Fig. 1: sizing map
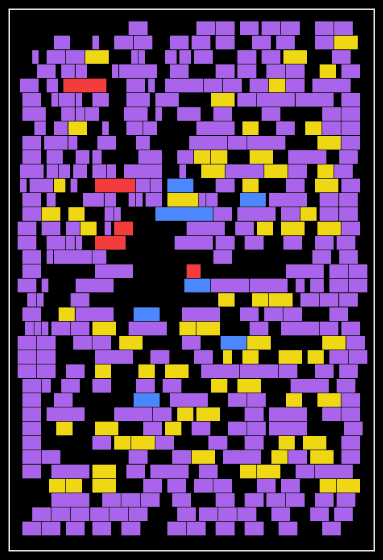
Fig. 2: met1 routing
Cells faint in the background.
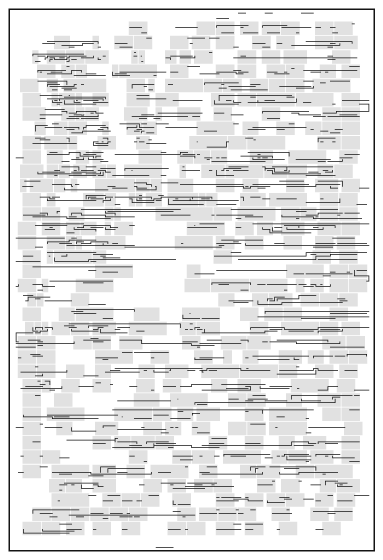
Fig. 3: local utilization
The bar under the picture is 20 microns long. 7 x 10 tiles, from dark blue (low) to red (high), 0 to 100% covered.
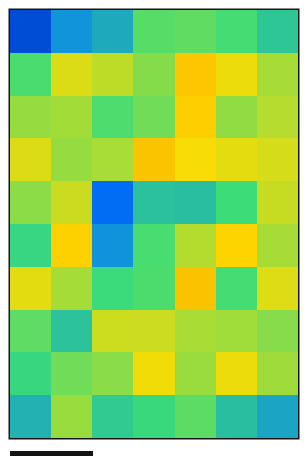
Fig. 4: signal wires on met2
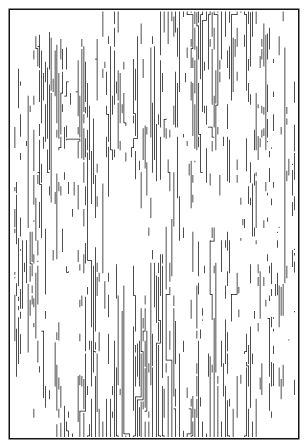
`src/rtl/screen_arbiter.sv`:
```
// Round-robin arbiter sharing one screen_writer rectangle-fill engine between
// NUM_REQ drawing clients; latches the winner's rectangle and muxes its live colour.
//
// state   | meaning
// S_IDLE  | no job; pick next requester round-robin from owner+1
// S_START | one-cycle screen_start pulse; screen_done ignored
// S_BUSY  | writer drawing; wait for screen_done
// S_DONE  | one-cycle done pulse to owner; grant dropped on exit
module screen_arbiter #(
   parameter int WIDTH        = 8,
   parameter int COLOUR_WIDTH = 3,
   parameter int NUM_REQ      = 3,
   parameter int OWNER_WIDTH  = 2
) (
   input  logic                            clock_i,
   input  logic                            reset_i,
   input  logic [NUM_REQ-1:0]              req_i,
   input  logic [NUM_REQ*COLOUR_WIDTH-1:0] req_colour_i,
   input  logic [NUM_REQ*WIDTH-1:0]        req_x_min_i,
   input  logic [NUM_REQ*WIDTH-1:0]        req_y_min_i,
   input  logic [NUM_REQ*WIDTH-1:0]        req_x_range_i,
   input  logic [NUM_REQ*WIDTH-1:0]        req_y_range_i,
   output logic [NUM_REQ-1:0]              grant_o,
   output logic [NUM_REQ-1:0]              done_o,
   output logic                            busy_o,
   output logic [OWNER_WIDTH-1:0]          owner_o,
   output logic                            screen_start_o,
   output logic [COLOUR_WIDTH-1:0]         new_screen_colour_o,
   output logic [WIDTH-1:0]                screen_x_min_o,
   output logic [WIDTH-1:0]                screen_y_min_o,
   output logic [WIDTH-1:0]                screen_x_range_o,
   output logic [WIDTH-1:0]                screen_y_range_o,
   input  logic                            screen_done_i
);

   typedef enum logic [1:0] {
      S_IDLE  = 2'd0,
      S_START = 2'd1,
      S_BUSY  = 2'd2,
      S_DONE  = 2'd3
   } state_t;

   state_t                 state_q, state_d;
   logic [OWNER_WIDTH-1:0] owner_q, owner_d;
   logic [NUM_REQ-1:0]     grant_q, grant_d;
   logic [WIDTH-1:0]       x_min_q, x_min_d;
   logic [WIDTH-1:0]       y_min_q, y_min_d;
   logic [WIDTH-1:0]       x_range_q, x_range_d;
   logic [WIDTH-1:0]       y_range_q, y_range_d;

   logic [OWNER_WIDTH-1:0] pick_idx;
   logic [OWNER_WIDTH-1:0] cand;
   logic                   pick_vld;

   // Scan from lowest priority to highest so the nearest requester after owner wins.
   always_comb begin
      pick_idx = owner_q;
      pick_vld = 1'b0;
      cand     = '0;
      for (int i = NUM_REQ; i >= 1; i--) begin
         cand = OWNER_WIDTH'((int'(owner_q) + i) % NUM_REQ);
         if (req_i[cand]) begin
            pick_idx = cand;
            pick_vld = 1'b1;
         end
      end
   end

   always_comb begin
      state_d   = state_q;
      owner_d   = owner_q;
      grant_d   = grant_q;
      x_min_d   = x_min_q;
      y_min_d   = y_min_q;
      x_range_d = x_range_q;
      y_range_d = y_range_q;
      case (state_q)
         S_IDLE: begin
            if (pick_vld) begin
               state_d   = S_START;
               owner_d   = pick_idx;
               grant_d   = NUM_REQ'(1) << pick_idx;
               x_min_d   = req_x_min_i[int'(pick_idx)*WIDTH +: WIDTH];
               y_min_d   = req_y_min_i[int'(pick_idx)*WIDTH +: WIDTH];
               x_range_d = req_x_range_i[int'(pick_idx)*WIDTH +: WIDTH];
               y_range_d = req_y_range_i[int'(pick_idx)*WIDTH +: WIDTH];
            end
         end
         // A zero-range rectangle can raise screen_done before the writer starts.
         S_START: state_d = S_BUSY;
         S_BUSY: begin
            if (screen_done_i) begin
               state_d = S_DONE;
            end
         end
         S_DONE: begin
            state_d = S_IDLE;
            grant_d = '0;
         end
         default: state_d = S_IDLE;
      endcase
   end

   always_ff @(posedge clock_i) begin
      if (reset_i) begin
         state_q   <= S_IDLE;
         owner_q   <= OWNER_WIDTH'(NUM_REQ - 1);
         grant_q   <= '0;
         x_min_q   <= '0;
         y_min_q   <= '0;
         x_range_q <= '0;
         y_range_q <= '0;
      end else begin
         state_q   <= state_d;
         owner_q   <= owner_d;
         grant_q   <= grant_d;
         x_min_q   <= x_min_d;
         y_min_q   <= y_min_d;
         x_range_q <= x_range_d;
         y_range_q <= y_range_d;
      end
   end

   always_comb begin
      done_o = '0;
      if (state_q == S_DONE) begin
         done_o = grant_q;
      end
   end

   assign grant_o             = grant_q;
   assign busy_o              = (state_q != S_IDLE);
   assign owner_o             = owner_q;
   assign screen_start_o      = (state_q == S_START);
   assign new_screen_colour_o = req_colour_i[int'(owner_q)*COLOUR_WIDTH +: COLOUR_WIDTH];
   assign screen_x_min_o      = x_min_q;
   assign screen_y_min_o      = y_min_q;
   assign screen_x_range_o    = x_range_q;
   assign screen_y_range_o    = y_range_q;

endmodule

```
`config.mk`:
```
export PLATFORM = sky130hd
export DESIGN_NAME = screen_arbiter
export DESIGN_NICKNAME = d
export VERILOG_FILES = /design/src/rtl/screen_arbiter.sv
export SDC_FILE = /design/constraint.sdc
export NUM_CORES = 1
export LEC_CHECK = 0
export CORE_ASPECT_RATIO = 1.5
export CORE_MARGIN = 1
export CORE_UTILIZATION = 39
export DETAILED_ROUTE_END_ITERATION = 12
export PLACE_DENSITY_LB_ADDON = 0.1
export SETUP_SLACK_MARGIN = 0.1
export SYNTH_ARGS = -nofsm -noshare
export SYNTH_HDL_FRONTEND = slang
export SYNTH_SLANG_ARGS = --single-unit
```
`constraint.sdc`:
```
create_clock -name clock_i -period 6.2 [get_ports clock_i]
set_input_delay 1.55 -clock clock_i [delete_from_list [all_inputs] [get_ports clock_i]]
set_output_delay 1.55 -clock clock_i [all_outputs]
set_load 0.02 [all_outputs]
```
==> results.json <==
{
  "cts_resized": 0,
  "ys_area_sq_mm": 0.00264,
  "crit_family": "buffers and inverters",
  "p_seq_share_pct": 21.8,
  "wl_met3_microns": 355,
  "clockBufferDepth": 2,
  "via_count": 2411,
  "ys.flops": 39,
  "flop_area_sq_um": 781,
  "swShare_pct": 43.5,
  "firstDrtPassIters": 4,
  "ys_sh_mux_pct": 14.9,
  "finalHoldViolCount": 0,
  "insertion_delay_ps": 290,
  "reg2reg_depth": 8,
  "grt_busiest_layer": "met2",
  "async_flop_share_pct": 0,
  "fmax_mhz": 226,
  "arrival_ps": 2880,
  "rows": 36,
  "fin_cells": 465,
  "setup.worst_path.end": "new_screen_colour_o[1]",
  "setup_ws_ps": 1770,
  "n_all_inverters": 10,
  "layout_top_cell": "clkdlybuf4s50_1",
  "h-tree-depth": 2,
  "met3_usage_pct": 3.32,
  "grt_max_degree": 34,
  "use_met1_pct": 21.8,
  "comb_area_sq_mm": 0.00163,
  "combinationalPower_mw": 1.19,
  "internal_power_mw": 1.02,
  "p_clk_mw": 0.221,
  "ys_cells": 243,
  "fp.dieW_microns": 69.2,
  "dp_hpwl_microns": 5450,
  "wl_met2_microns": 3820,
  "initCoreUtil_pct": 40.4,
  "floorplan.nets": 363,
  "netlist_instances": 243,
  "p_comb_share_pct": 66.0,
  "crit_path_top_delay_cell": "clkdlybuf4s50_1",
  "synth_top_area_share_pct": 29.6,
  "final.setup.tns_ps": 0,
  "endpoint_kind": "output port",
  "synth-edff-count": 0,
  "seq-power_mw": 0.394,
  "leakagePower_nw": 1.64,
  "cp_cell_sequence": "clkdlybuf4s50_1 -> mux2i_1 -> o21ai_0 -> clkdlybuf4s50_1",
  "largest_class": "multi-input combinational cells",
  "port_buffers": 155,
  "period_used_pct": 71.4,
  "crit_cells": 4,
  "maxUsedRoutingLayer": "met4",
  "whs_ps": 478,
  "grt_pass1_wl_microns": 11400,
  "fin_crit_ps": 4430,
  "yosysWarnings": 0,
  "n_fill_cell": 586,
  "status": "finished clean",
  "ant_nets": 0,
  "use_met2_pct": 38.8,
  "sh_seq_area_pct": 18.5,
  "crit_type": "in2out",
  "drv_cap": 0,
  "min-delay-start": "screen_y_min_o[7]",
  "final_cell_mix": "clkdlybuf4s50_1 (155), dfxtp_1 (39), mux2i_1 (37)",
  "routed_via_density": 5.18,
  "clkTransAtPathRegs_ps": 80,
  "placedCellCount": 457,
  "p_sw_mw": 0.786,
  "gp_congestion": 0.732,
  "seq_cells": 39,
  "syn-mean-instance-area_sq_um": 10.9,
  "well_tap_count": 76,
  "aoi_share_pct": 34.4,
  "startpoint": "req_colour_i[7]",
  "drive_gt1_share_pct": 20.6,
  "crit_top_cell": "clkdlybuf4s50_1",
  "n_all_buffers": 156,
  "drt-total-wl_microns": 7110,
  "logic_gate_count": 176,
  "p_per_area_mw_per_mm2": 427,
  "wl_per_cell_microns": 15.3,
  "core-area_sq_mm": 0.00653,
  "synthXorXnorAreaFrac_pct": 0,
  "top_area_cell": "dfxtp_1",
  "yosysMostFrequentCell": "dfxtp_1",
  "ys.flop_type": "dfxtp_1",
  "area_growth_syn_to_layout_pct": 60.0,
  "root_buffer": "clkbuf_8",
  "common_cells": "dfxtp_1 (39), mux2i_1 (37), a22oi_2 (30), o21ai_2 (30), inv_1 (10)",
  "hold_path.class": "reg2reg",
  "cpPeakStageDelay_ps": 620,
  "gr-total-overflow": 0,
  "hold_end": "screen_y_min_o[7]",
  "synth_cell_types": 51,
  "antenna_found_initial": 0,
  "cts_made_buffers": 5,
  "gr-usage-all-layers_pct": 20.0,
  "dpl_cell_area_sq_mm": 0.00411,
  "worstPathMaxFanout": 1,
  "clock_area_share_pct": 2.78,
  "grt_pass1_vias": 2433,
  "synthSimpleGateAreaFrac_pct": 8.39,
  "die-area_sq_mm": 0.00711,
  "dieHeight_microns": 103,
  "comb_share_pct": 38.7,
  "r2r_start": "owner_o[0]",
  "drcViolationCount": 0,
  "synth_seq_share_pct": 29.6,
  "power_top_consumer": "combinational logic",
  "dp_slack_ps": 1760,
  "buffer_area_share_pct": 36.9,
  "hold_buffers": 0,
  "worstPathRequired_ps": 4650,
  "rsz0062_at_grt": "false",
  "finClkSkew_ps": 2.30,
  "finish.utilization_pct": 64.7,
  "worstSetupStartpointType": "input port",
  "power_mw": 1.81,
  "path_buffers": 2,
  "cts_tree": "yes",
  "drt_iter0_markers": 56,
  "met1Wirelength_microns": 2830,
  "logic_family": "AND-OR/OR-AND gates",
  "area_leaders": "dfxtp_1 (30%), a22oi_2 (14%), mux2i_1 (14%), o21ai_2 (10%), ha_1 (4.3%)",
  "n_antenna_cell": 0,
  "synth_area_sq_mm": 0.00264,
  "nNetsFinal": 508,
  "holdPathStages": 2,
  "warning_count": 33,
  "r2r_slack_ps": 2820
}
Notes on Fig. 1 above:
- purple: _0 and _1 cells (cells 309; share 79%)
- red: _3 and _4 cells (cells 5; share 1.3%)
- blue: _6 and larger (cells 7; share 1.8%)
- yellow: _2 cells (cells 68; share 17%)

Notes on Fig. 2 above:
- nets with wire on the layer: 431
- main direction: horizontal
- share of all routed wire: 40%

Notes on Fig. 3 above:
- fullest tile: 78%
- tiles over 75% full: 8.6%
- mean over tiles: 58%

Notes on Fig. 4 above:
- nets with wire on the layer: 443
- main direction: vertical

